--- src/rtl/crc_dma_ctrl_pkg.sv ---
// rtl/crc_dma_ctrl_pkg.sv - register offsets, CRC peripheral map and FSM encoding
// shared by the CRC DMA controller and its register block.
package crc_dma_ctrl_pkg;

    localparam int REG_SRC    = 'h00;
    localparam int REG_LEN    = 'h04;
    localparam int REG_CTRL   = 'h08;
    localparam int REG_STATUS = 'h0C;
    localparam int REG_RESULT = 'h10;

    localparam int CRC_DATA_ADDR   = 'h1000;
    localparam int CRC_CTRL_ADDR   = 'h1008;
    localparam int CRC_STATUS_ADDR = 'h100C;
    localparam int CRC_RESULT_ADDR = 'h1010;

    localparam logic [1:0] DATATYPE_WORD = 2'd2;

    typedef enum logic [3:0] {
        IDLE, SEED, ARM, FETCH, MWAIT, FEED, POLL, CHECK, NEXT, RES, RWAIT, FIN
    } state_t;

    // cont=0 reseeds the peripheral to all-ones, cont=1 keeps accumulating
    function automatic logic [31:0] crc_ctrl_word(input logic cont);
        return {29'b0, DATATYPE_WORD, cont};
    endfunction

endpackage

--- src/rtl/crc_dma_ctrl_regs.sv ---
// rtl/crc_dma_ctrl_regs.sv - CPU register file and registered read mux
// for the CRC DMA controller (module crc_dma_regs).
module crc_dma_regs
    import crc_dma_ctrl_pkg::*;
#(
    parameter int MEM_AW = 32
) (
    input  logic              clk,
    input  logic              rst,
    input  logic [MEM_AW-1:0] cfg_r_addr_i,
    input  logic [MEM_AW-1:0] cfg_w_addr_i,
    input  logic [31:0]       cfg_data_i,
    input  logic              cfg_r_enable_i,
    input  logic              cfg_w_enable_i,
    output logic [31:0]       cfg_data_o,
    input  logic              busy_i,
    input  logic              set_done_i,
    input  logic              set_err_i,
    input  logic              result_we_i,
    input  logic [31:0]       result_i,
    output logic [MEM_AW-1:0] src_o,
    output logic [15:0]       len_o,
    output logic              start_o,
    output logic              abort_o,
    output logic              done_o,
    output logic              err_o
);
    logic [MEM_AW-1:0] src_q, src_d;
    logic [15:0]       len_q, len_d;
    logic [31:0]       result_q, result_d;
    logic [31:0]       cfg_data_q, cfg_data_d;
    logic              done_q, done_d, err_q, err_d;
    logic              wr_ctrl, rd_status;

    always_comb begin
        src_d      = src_q;
        len_d      = len_q;
        result_d   = result_q;
        done_d     = done_q;
        err_d      = err_q;
        cfg_data_d = '0;
        wr_ctrl    = cfg_w_enable_i && (cfg_w_addr_i == MEM_AW'(REG_CTRL));
        rd_status  = cfg_r_enable_i && (cfg_r_addr_i == MEM_AW'(REG_STATUS));

        if (cfg_w_enable_i && !busy_i && cfg_w_addr_i == MEM_AW'(REG_SRC))
            src_d = MEM_AW'(cfg_data_i) & ~MEM_AW'(3);
        if (cfg_w_enable_i && !busy_i && cfg_w_addr_i == MEM_AW'(REG_LEN))
            len_d = cfg_data_i[15:0];
        if (result_we_i)
            result_d = result_i;

        // a set arriving with the clearing STATUS read wins
        if (rd_status) begin
            done_d = 1'b0;
            err_d  = 1'b0;
        end
        if (set_done_i) done_d = 1'b1;
        if (set_err_i)  err_d  = 1'b1;

        if (cfg_r_enable_i) begin
            if (cfg_r_addr_i == MEM_AW'(REG_SRC))
                cfg_data_d = 32'(src_q);
            else if (cfg_r_addr_i == MEM_AW'(REG_LEN))
                cfg_data_d = {16'b0, len_q};
            else if (cfg_r_addr_i == MEM_AW'(REG_STATUS))
                cfg_data_d = {29'b0, err_q, done_q, busy_i};
            else if (cfg_r_addr_i == MEM_AW'(REG_RESULT))
                cfg_data_d = result_q;
        end
    end

    always_ff @(posedge clk or posedge rst) begin
        if (rst) begin
            src_q      <= '0;
            len_q      <= '0;
            result_q   <= '0;
            done_q     <= 1'b0;
            err_q      <= 1'b0;
            cfg_data_q <= '0;
        end else begin
            src_q      <= src_d;
            len_q      <= len_d;
            result_q   <= result_d;
            done_q     <= done_d;
            err_q      <= err_d;
            cfg_data_q <= cfg_data_d;
        end
    end

    assign start_o    = wr_ctrl && cfg_data_i[0] && !busy_i;
    assign abort_o    = wr_ctrl && cfg_data_i[1];
    assign src_o      = src_q;
    assign len_o      = len_q;
    assign done_o     = done_q;
    assign err_o      = err_q;
    assign cfg_data_o = cfg_data_q;

endmodule

--- src/rtl/crc_dma_ctrl.sv ---
// rtl/crc_dma_ctrl.sv - DMA engine feeding memory words into a CRC peripheral
// and collecting the result; FSM and all bus drivers live here.
module crc_dma_ctrl
    import crc_dma_ctrl_pkg::*;
#(
    parameter int MEM_AW   = 32,
    parameter int POLL_MAX = 63
) (
    input  logic              clk,
    input  logic              rst,
    input  logic [MEM_AW-1:0] cfg_r_addr_i,
    input  logic [MEM_AW-1:0] cfg_w_addr_i,
    input  logic [31:0]       cfg_data_i,
    input  logic              cfg_r_enable_i,
    input  logic              cfg_w_enable_i,
    output logic [31:0]       cfg_data_o,
    output logic [MEM_AW-1:0] mem_addr_o,
    output logic              mem_r_enable_o,
    input  logic [31:0]       mem_data_i,
    output logic [MEM_AW-1:0] crc_r_addr_o,
    output logic [MEM_AW-1:0] crc_w_addr_o,
    output logic              crc_r_enable_o,
    output logic              crc_w_enable_o,
    output logic [31:0]       crc_wdata_o,
    input  logic [31:0]       crc_rdata_i,
    output logic              irq_o
);
    localparam int PCW = $clog2(POLL_MAX + 2);

    state_t            state_q, state_d;
    logic [MEM_AW-1:0] ptr_q, ptr_d, src;
    logic [15:0]       cnt_q, cnt_d, len;
    logic [31:0]       word_q, word_d;
    logic [PCW-1:0]    poll_q, poll_d;
    logic              busy_q, busy_d, fail_q, fail_d;
    logic              start, abort, done, err;
    logic              set_done, set_err, result_we;

    crc_dma_regs #(.MEM_AW(MEM_AW)) u_regs (
        .clk            (clk),
        .rst            (rst),
        .cfg_r_addr_i   (cfg_r_addr_i),
        .cfg_w_addr_i   (cfg_w_addr_i),
        .cfg_data_i     (cfg_data_i),
        .cfg_r_enable_i (cfg_r_enable_i),
        .cfg_w_enable_i (cfg_w_enable_i),
        .cfg_data_o     (cfg_data_o),
        .busy_i         (busy_q),
        .set_done_i     (set_done),
        .set_err_i      (set_err),
        .result_we_i    (result_we),
        .result_i       (crc_rdata_i),
        .src_o          (src),
        .len_o          (len),
        .start_o        (start),
        .abort_o        (abort),
        .done_o         (done),
        .err_o          (err)
    );

    always_comb begin
        state_d        = state_q;
        ptr_d          = ptr_q;
        cnt_d          = cnt_q;
        word_d         = word_q;
        poll_d         = poll_q;
        busy_d         = busy_q;
        fail_d         = fail_q;
        set_done       = 1'b0;
        set_err        = 1'b0;
        result_we      = 1'b0;
        mem_addr_o     = '0;
        mem_r_enable_o = 1'b0;
        crc_r_addr_o   = '0;
        crc_w_addr_o   = '0;
        crc_r_enable_o = 1'b0;
        crc_w_enable_o = 1'b0;
        crc_wdata_o    = '0;

        case (state_q)
            IDLE: if (start) begin
                if (len == 16'd0) begin
                    set_done = 1'b1;
                end else begin
                    ptr_d   = src;
                    cnt_d   = len;
                    busy_d  = 1'b1;
                    fail_d  = 1'b0;
                    state_d = SEED;
                end
            end
            SEED: begin
                crc_w_enable_o = 1'b1;
                crc_w_addr_o   = MEM_AW'(CRC_CTRL_ADDR);
                crc_wdata_o    = crc_ctrl_word(1'b0);
                state_d        = ARM;
            end
            ARM: begin
                crc_w_enable_o = 1'b1;
                crc_w_addr_o   = MEM_AW'(CRC_CTRL_ADDR);
                crc_wdata_o    = crc_ctrl_word(1'b1);
                state_d        = FETCH;
            end
            FETCH: begin
                mem_r_enable_o = 1'b1;
                mem_addr_o     = ptr_q;
                state_d        = MWAIT;
            end
            MWAIT: begin
                word_d  = mem_data_i;
                state_d = FEED;
            end
            FEED: begin
                crc_w_enable_o = 1'b1;
                crc_w_addr_o   = MEM_AW'(CRC_DATA_ADDR);
                crc_wdata_o    = word_q;
                poll_d         = '0;
                state_d        = POLL;
            end
            POLL: begin
                crc_r_enable_o = 1'b1;
                crc_r_addr_o   = MEM_AW'(CRC_STATUS_ADDR);
                state_d        = CHECK;
            end
            CHECK: begin
                // poll_q counts failed polls so far; one more failure past POLL_MAX is fatal
                if (crc_rdata_i[0]) begin
                    state_d = NEXT;
                end else if (poll_q == PCW'(POLL_MAX)) begin
                    set_err = 1'b1;
                    fail_d  = 1'b1;
                    busy_d  = 1'b0;
                    state_d = FIN;
                end else begin
                    poll_d  = poll_q + PCW'(1);
                    state_d = POLL;
                end
            end
            NEXT: begin
                ptr_d   = ptr_q + MEM_AW'(4);
                cnt_d   = cnt_q - 16'd1;
                state_d = (cnt_q != 16'd1) ? FETCH : RES;
            end
            RES: begin
                crc_r_enable_o = 1'b1;
                crc_r_addr_o   = MEM_AW'(CRC_RESULT_ADDR);
                state_d        = RWAIT;
            end
            RWAIT: begin
                result_we = 1'b1;
                state_d   = FIN;
            end
            FIN: begin
                crc_w_enable_o = 1'b1;
                crc_w_addr_o   = MEM_AW'(CRC_CTRL_ADDR);
                crc_wdata_o    = crc_ctrl_word(1'b0);
                busy_d         = 1'b0;
                set_done       = !fail_q;
                state_d        = IDLE;
            end
            default: state_d = IDLE;
        endcase

        if (abort && state_q != IDLE && state_q != FIN) begin
            state_d   = FIN;
            set_err   = 1'b1;
            set_done  = 1'b0;
            result_we = 1'b0;
            fail_d    = 1'b1;
            busy_d    = 1'b0;
        end
    end

    always_ff @(posedge clk or posedge rst) begin
        if (rst) begin
            state_q <= IDLE;
            ptr_q   <= '0;
            cnt_q   <= '0;
            word_q  <= '0;
            poll_q  <= '0;
            busy_q  <= 1'b0;
            fail_q  <= 1'b0;
        end else begin
            state_q <= state_d;
            ptr_q   <= ptr_d;
            cnt_q   <= cnt_d;
            word_q  <= word_d;
            poll_q  <= poll_d;
            busy_q  <= busy_d;
            fail_q  <= fail_d;
        end
    end

    assign irq_o = done | err;

endmodule

--- config.mk ---
export PLATFORM = sky130hd
export DESIGN_NAME = crc_dma_ctrl
export DESIGN_NICKNAME = d
export VERILOG_FILES = /design/src/rtl/crc_dma_ctrl_pkg.sv /design/src/rtl/crc_dma_ctrl_regs.sv /design/src/rtl/crc_dma_ctrl.sv
export SDC_FILE = /design/constraint.sdc
export NUM_CORES = 1
export LEC_CHECK = 0
export CAP_MARGIN = 25
export CORE_UTILIZATION = 40
export DETAILED_ROUTE_END_ITERATION = 12
export GPL_TIMING_DRIVEN = 0
export MAX_ROUTING_LAYER = met4
export PLACE_DENSITY = 0.7
export RECOVER_POWER = 25
export SLEW_MARGIN = 20
export SYNTH_ARGS = -nofsm -noshare
export SYNTH_HDL_FRONTEND = slang
export SYNTH_SLANG_ARGS = --single-unit
--- constraint.sdc ---
create_clock -name clk -period 7.5 [get_ports clk]
set_input_delay 1.5 -clock clk [delete_from_list [all_inputs] [get_ports clk]]
set_output_delay 1.5 -clock clk [all_outputs]
set_load 0.01 [all_outputs]
==> results.toml, run 1 <==
# synthesis and place-and-route metrics
[run_status]
status = "finished with violations"
failed_checks = "capacitance limit, slew limit"

[critical_path]
startpoint_type = "flop"
critPathSlowestCell = "nor3_1"
worst_r2r_path_depth = 6
crit_top_cell = "clkbuf_1"
timing.critical_path.to = "mem_addr_o[28]"
critPathBufInv = 3
critPathArrivalTime_ns = 3.07
critPathLaunch = "state_q[2]$_DFFE_PP0P_"
cpLargestDelayFamily = "buffers and inverters"
worstPathRequired_ns = 6.00
path_class = "flop to output port"
rr_startpoint = "u_regs.len_o[0]$_DFFE_PP0P_"
r2r-end = "cnt_q[1]$_DFFE_PP0P_"
crit_cells = 5

[placed_design]
dp_cells = 1698
routabilityCongestion = 0.947
pre_cts_ws_ns = 2.74
hpwl_um = 25900

[detailed_routing]
initialDrtViolationCount = 761
vias = 9652
ant_nets = 0
drc = 0

[synth]
synthAoiAreaFrac_pct = 14.5
edf_count = 0
xor_share_pct = 0.165
yosys.stat.seqShare_pct = 47.9
synth.avg_cell_area_um2 = 10.3
simple_gate_share_pct = 16.5
mux_area_share_pct = 12.3
yosysWarnings = 0
yosysTopAreaCell = "dfrtp_1"
synthTopCellsByArea = "dfrtp_1 (48%), mux2_2 (8.8%), buf_4 (4.5%), mux2_1 (3.3%), nor2_1 (2.4%)"
netlist_instances = 1034
ys_seq_elements = 203
yosys_cells = 1034

[final_timing]
period_minus_slack_ns = 4.57
timing.final.ws_setup_ns = 2.93
max_slew_margin_pct = -37.8
setup_viol = 0
maxSlewViolCount = 46
worstMarginPinSlew_ns = 2.06
fin_worst_skew_ns = 0.0176

[worst_hold_path]
hold_path.class = "flop to flop"

[grt]
gr-usage-all-layers_pct = 25.7
overflow = 0
antenna_found_initial = 0
grt_pass1_vias = 9228

[floorplanning]
core_area_um2 = 26100
io_pins = 328
nWellTaps = 335
num_rows = 59

[final_layout]
final_layout_size_suffix_gt1_share_pct = 14.5
n_all_buffers = 399
regArea_um2 = 5080
layout.nonclk_buf_share_pct = 23.5
nClkBuffers = 26
finalNonFillerCells = 1738
logic_area_um2 = 4900
fillers = 2346
logic_gate_count = 727
largest_class = "sequential cells"
fin_nets = 1556
numSequentialCells = 203
sh_comb_area_pct = 33.2
nonClockInverterCount = 34

[clock_network]
htreeDepth = 1
post-cts-setup-buffers = 0
clk_path_buf_depth = 3
cts_buffers = 23
ctsHoldBuffers = 0

[pwr]
switching_share_pct = 32.4
powerDensity_nw_per_um2 = 265
power.leakage_nw = 6.39
p_sw_mw = 1.27
seqPwrFrac_pct = 38.2
p_int_mw = 2.64

[job]
openroad.warnings = 27
drv_cap = 1
[run 1: layer usage]
metal	wire length (um)	vias to the layer above	GRT usage [%]
li1	-	4406	-
met1	14300	4646	33.2
met2	15800	505	40.2
met3	3320	95	5.83
met4	1190	0	8.05
met5	0	-	-
[run 1: stage by stage]
| stage | total power, mW | util [%] | hold slack (ns) | cell area (um^2) |
|---|---|---|---|---|
| after floorplan | 2.19 | - | 0.446 | 10800 |
| after global placement | 2.74 | 53.4 | 0.461 | 13900 |
| after detailed placement | 2.77 | 53.7 | 0.470 | 14000 |
| after CTS | 3.91 | 56.6 | 0.485 | 14700 |
| after global routing | 4.07 | 56.6 | 0.496 | 14700 |
| final | 3.91 | 56.6 | 0.482 | 14700 |
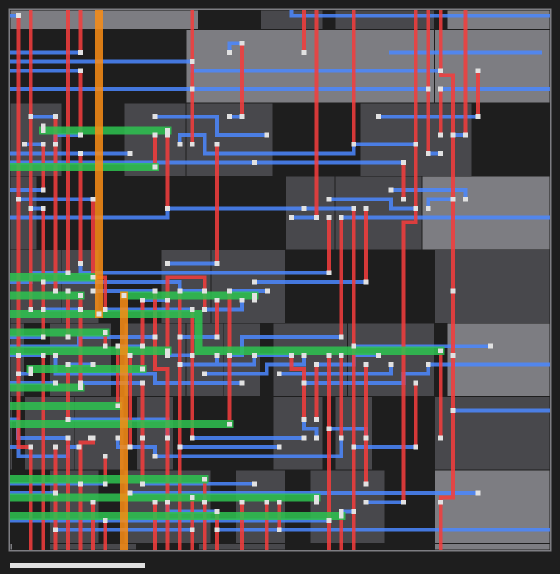
Run 1: close-up of the layout
Scale bar: 5 um. Window x 114 to 134, y 114 to 134 um. Cells in grey, sequential cells in the stronger grey; small squares are vias.
| colour | layer |
|---|---|
| red | metal 2 |
| orange | metal 4 |
| green | metal 3 |
| blue | metal 1 |
cells with their middle in the window: 28
netlist names of flops here include: `ptr_q` (2)
sequential cells in the window: 2
most frequent: a21oi_1 (4), nand2_1 (4)

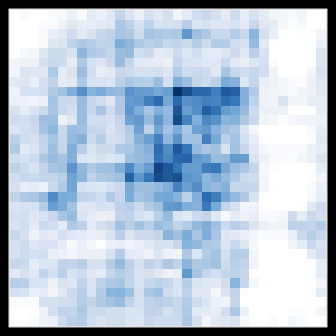
Run 1: signal metal coverage by tile
The die is cut into 33 by 33 equal tiles; white is low, dark blue is high, scaled to the fullest tile. Values are wire area over tile area, all layers added.
densest ninth of the die: middle
nearly empty tiles: 13%
emptiest ninth of the die: bottom right
mean over tiles: 0.21

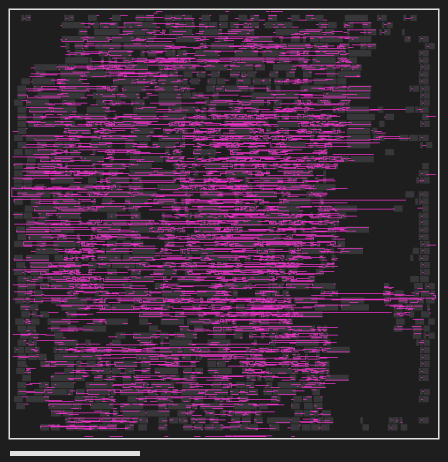
Run 1: metal 1
Scale bar: 50 um.
main direction: horizontal
wire length on this layer: 14,300 um
nets with wire on the layer: 1,350
longest straight run: 48.8 um

==> inputs of run 2 (changes only) <==
==> constraint.sdc (replaced) <==
create_clock -name clk -period 4.6 [get_ports clk]
set_input_delay 0.92 -clock clk [delete_from_list [all_inputs] [get_ports clk]]
set_output_delay 0.92 -clock clk [all_outputs]
set_load 0.01 [all_outputs]
==> results.toml, run 2 <==
# synthesis and place-and-route metrics
[synth]
synth.avg_cell_area_um2 = 10.3
yosysWarnings = 0
yosysTopAreaCell = "dfrtp_1"
yosys_cells = 1034
synthTopCellsByArea = "dfrtp_1 (48%), mux2_2 (8.8%), buf_4 (4.5%), mux2_1 (3.3%), nor2_1 (2.4%)"
simple_gate_share_pct = 16.5
yosys.stat.seqShare_pct = 47.9
xor_share_pct = 0.165
ys_seq_elements = 203
edf_count = 0
netlist_instances = 1034
synthAoiAreaFrac_pct = 14.5

[final_timing]
maxSlewViolCount = 54
max_slew_margin_pct = -9.13
setup_viol = 0
period_minus_slack_ns = 4.03
worstMarginPinSlew_ns = 1.64

[final_layout]
logic_area_um2 = 4900
fillers = 2304
logic_gate_count = 727
layout.nonclk_buf_share_pct = 23.5
fin_nets = 1560
post-route-util_pct = 56.7
finalNonFillerCells = 1744
final_layout_size_suffix_gt1_share_pct = 14.8
nClkBuffers = 33
numSequentialCells = 203
n_all_buffers = 403
largest_class = "sequential cells"

[critical_path]
critPathSlowestCell = "nor3_1"
r2r-end = "cnt_q[1]$_DFFE_PP0P_"
critPathArrivalTime_ns = 3.11
worst_r2r_path_depth = 6
crit_cells = 5
crit_top_cell = "clkbuf_1"
critPathLaunch = "state_q[2]$_DFFE_PP0P_"
timing.critical_path.to = "mem_addr_o[27]"
rr_startpoint = "u_regs.len_o[10]$_DFFE_PP0P_"
critPathBufInv = 3
cpLargestDelayFamily = "buffers and inverters"
worstPathRequired_ns = 3.68
path_class = "flop to output port"

[clock_network]
post-cts-setup-buffers = 0
ctsHoldBuffers = 0
clk_path_buf_depth = 3
htreeDepth = 1
cts_buffers = 23

[grt]
antenna_found_initial = 0
top_usage_layer = "met2"
met3_usage_pct = 4.75
use_met2_pct = 40.2
gr-usage-all-layers_pct = 26.0
grt_use_met1_pct = 34.8
overflow = 0

[job]
drv_cap = 2
openroad.warnings = 27

[detailed_routing]
wl_met2_um = 15900
vias = 9614
wl_met3_um = 2930
drc = 0
top_layer = "met4"

[pwr]
powerDensity_nw_per_um2 = 431
switching_share_pct = 32.2
p_sw_mw = 2.05
p_int_mw = 4.32

[run_status]
failed_checks = "capacitance limit, slew limit"
status = "finished with violations"

[worst_hold_path]
hold_path.class = "flop to flop"

[floorplanning]
io_pins = 328
core_area_um2 = 26100

[placed_design]
routabilityCongestion = 0.956
dp_cells = 1702
hpwl_um = 25900
==> run 2: cell counts after synthesis <==
No cell type changed its count.
==> run 2: metrics by stage <==
| step | setup WS, ns | area, um^2 |
|---|---|---|
| after CTS | 0.596 | 14800 |
| after detailed placement | 0.470 | 14100 |
| final | 0.574 | 14800 |
| after global routing | 0.475 | 14800 |
| after global placement | -0.648 | 13900 |
| after floorplan | 1.05 | 10800 |
==> run 2: power by group through the flow <==
stage                     clock, mW  sequential (mW)  combinational, mW
after floorplan                   0             2.37               1.21
after global placement            0             2.44               2.02
after detailed placement          0             2.45               2.07
after CTS                      1.90             2.42               2.08
after global routing           1.96             2.48               2.23
final                          1.87             2.43               2.08
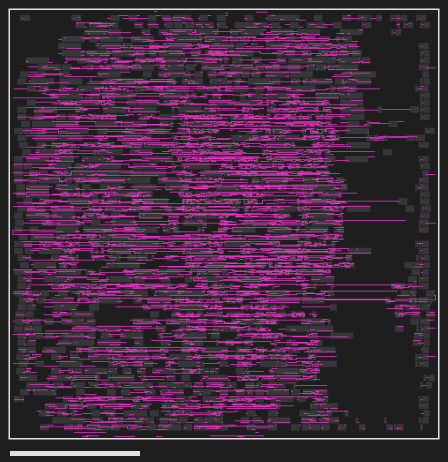
Run 2: metal 1
Scale bar: 50 um.
main direction: horizontal
nets with wire on the layer: 1,367

==> inputs of run 3 (changes only) <==
--- a/config.mk
+++ b/config.mk
@@ -6,11 +6,11 @@
 export NUM_CORES = 1
 export LEC_CHECK = 0
 export CAP_MARGIN = 25
-export CORE_UTILIZATION = 40
+export CORE_UTILIZATION = 48
 export DETAILED_ROUTE_END_ITERATION = 12
 export GPL_TIMING_DRIVEN = 0
 export MAX_ROUTING_LAYER = met4
-export PLACE_DENSITY = 0.7
+export PLACE_DENSITY = 0.82
 export RECOVER_POWER = 25
 export SLEW_MARGIN = 20
 export SYNTH_ARGS = -nofsm -noshare
==> results.toml, run 3 <==
# synthesis and place-and-route metrics
[run_status]
status = "finished with violations"
failed_checks = "capacitance limit, slew limit"

[final_timing]
fmax_mhz = 256
timing.final.ws_setup_ns = 0.693
period_minus_slack_ns = 3.91
rsz0062_at_grt = "false"
finalClockPeriodUsage_pct = 84.9
worstMarginPinSlew_ns = 1.83
hold_slack_ns = 0.478
hold_viol = 0
fin_worst_skew_ns = 0.0182
tns_ns = 0
setup_viol = 0
max_slew_margin_pct = -22.3
maxSlewViolCount = 60

[clock_network]
clk_path_buf_depth = 3
cts_root_buf = "clkbuf_16"
worstSkewPairLatency_ns = 0.51
cts_tree = "done"
ctsHoldBuffers = 0
clk_pin_slew_ns = 0.06
htreeDepth = 1
cts.sinks = 203
post-cts-setup-buffers = 0
cts_buffers = 23

[synth]
yosys-stat-area_um2 = 10600
synth_cell_types = 66
simple_gate_share_pct = 16.5
yosys_cells = 1034
yosysWarnings = 0
yosysMostFrequentCell = "dfrtp_1"
synthAoiAreaFrac_pct = 14.5
common_cells = "dfrtp_1 (203), mux2_2 (83), nor2_1 (68), buf_4 (64), clkbuf_1 (58)"
synthTopCellsByArea = "dfrtp_1 (48%), mux2_2 (8.8%), buf_4 (4.5%), mux2_1 (3.3%), nor2_1 (2.4%)"
synthFlopType = "dfrtp_1"
yosysTopAreaCell = "dfrtp_1"
netlist_instances = 1034
synth-async-reset-ratio_pct = 100
mux_area_share_pct = 12.3
topCombFamilyByArea = "simple AND/OR/NAND/NOR gates"
synth.avg_cell_area_um2 = 10.3
yosys.stat.seqShare_pct = 47.9
syn_area_um2 = 10600
xor_share_pct = 0.165
ys_seq_elements = 203
edf_count = 0
synthAdderAreaFrac_pct = 0.471

[worst_hold_path]
holdPathStages = 1
holdCritStartpoint = "word_q[22]$_DFFE_PP0P_"
hold_path.class = "flop to flop"
min_delay_worst_endpoint = "word_q[22]$_DFFE_PP0P_"

[floorplanning]
die_area_um2 = 22700
die-width_um = 151
io_pins = 328
core_area_um2 = 21800
fp_util_pct = 48.8
num_rows = 54
die_h_um = 151

[critical_path]
timing.critical_path.to = "crc_wdata_o[23]"
path_class = "flop to output port"
cpLargestDelayFamily = "buffers and inverters"
critPathSlowestCell = "clkdlybuf4s50_1"
worst_r2r_path_depth = 7
worstPathRequired_ns = 3.68
rr_startpoint = "u_regs.len_o[0]$_DFFE_PP0P_"
r2r_slack_ns = 1.43
slowest_delay_ns = 0.56
crit_cells = 5
critPathBufInv = 3
r2r-end = "ptr_q[9]$_DFFE_PP0P_"
crit_path_cell_trace = "clkbuf_1, nor2b_1, clkbuf_1, and3_1, clkdlybuf4s50_1"
crit_top_cell = "clkbuf_1"
path_max_fanout = 10
endpoint_kind = "output port"
critPathArrivalTime_ns = 2.99
startpoint_type = "flop"
critPathLaunch = "state_q[2]$_DFFE_PP0P_"

[placed_design]
pre_cts_ws_ns = 0.414
hpwl_um = 25900
dp_cells = 1648
place_area_um2 = 14000
routabilityCongestion = 0.976
portBuffers = 267

[pwr]
p_comb_mw = 2.10
seqPwrFrac_pct = 38.4
p_clk_share_pct = 28.6
p_clk_mw = 1.81
switching_share_pct = 32.5
power.leakage_nw = 6.41
powerDensity_nw_per_um2 = 431
p_sw_mw = 2.06
comb_power_share_pct = 33.0
peakVddDrop_v = 0.000257
top_power_group = "sequential cells"
p_int_mw = 4.29
report.power.total_mw = 6.35
seq_cell_power_mw = 2.44

[final_layout]
layout.cells.most_common = "clkdlybuf4s50_1"
finalNonFillerCells = 1688
fin_nets = 1561
layout.cells.most_common_list = "clkdlybuf4s50_1 (266), dfrtp_1 (203), mux2_2 (83), nor2_1 (68)"
stdcell_area_um2 = 14700
num_antenna_cells = 0
post-route-util_pct = 67.7
fillers = 1747
final_layout_size_suffix_gt1_share_pct = 14.6

[detailed_routing]
vias = 9808
routed_wl_um = 34700
ant_nets = 0
initialDrtViolationCount = 842
drc = 0

[grt]
antenna_found_initial = 0
gr-usage-all-layers_pct = 31.4
grt_first_pass_wirelength_um = 52800
grt_max_degree = 35
overflow = 0
grt_pass1_vias = 9529

[job]
openroad.warnings = 27
drv_cap = 2
[run 3: cell counts after synthesis]
No cell type changed its count.
[run 3: final cells by class]
type / count / area (um^2) / area share [%]
buffer: 129 / 738 / 5.01
clock buffer: 30 / 632 / 4.29
clock inverter: 10 / 104 / 0.705
inverter: 34 / 129 / 0.875
multi-input combinational: 727 / 4900 / 33.2
sequential: 203 / 5080 / 34.5
tap: 280 / 350 / 2.38
timing repair buffer: 275 / 2800 / 19.0
[run 3: per-layer routing]
| metal | GRT usage (%) | part of all wire, % |
|---|---|---|
| met1 | 40.1 | 40 |
| met2 | 48.8 | 47 |
| met3 | 6.67 | 9.7 |
| met4 | 12.4 | 3.6 |
| met5 | - | 0 |
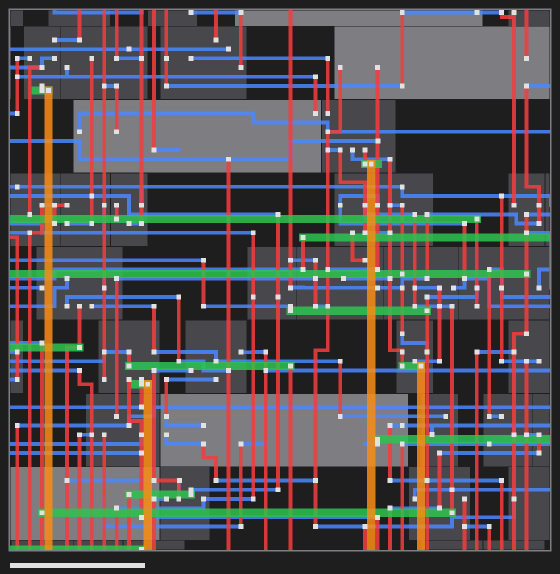
Run 3: close-up of the layout
Scale bar: 5 um. Window x 103 to 123, y 103 to 123 um. Cells in grey, sequential cells in the stronger grey; small squares are vias.
| colour | layer |
|---|---|
| orange | metal 4 |
| red | metal 2 |
| blue | metal 1 |
| green | metal 3 |
cells with their middle in the window: 28
netlist names of flops here include: `ptr_q` (4)
most frequent: nand2_1 (5), dfrtp_1 (4), a31oi_1 (3)
sequential cells in the window: 4

No activity file was given, so power comes from the tool's default toggle rates.
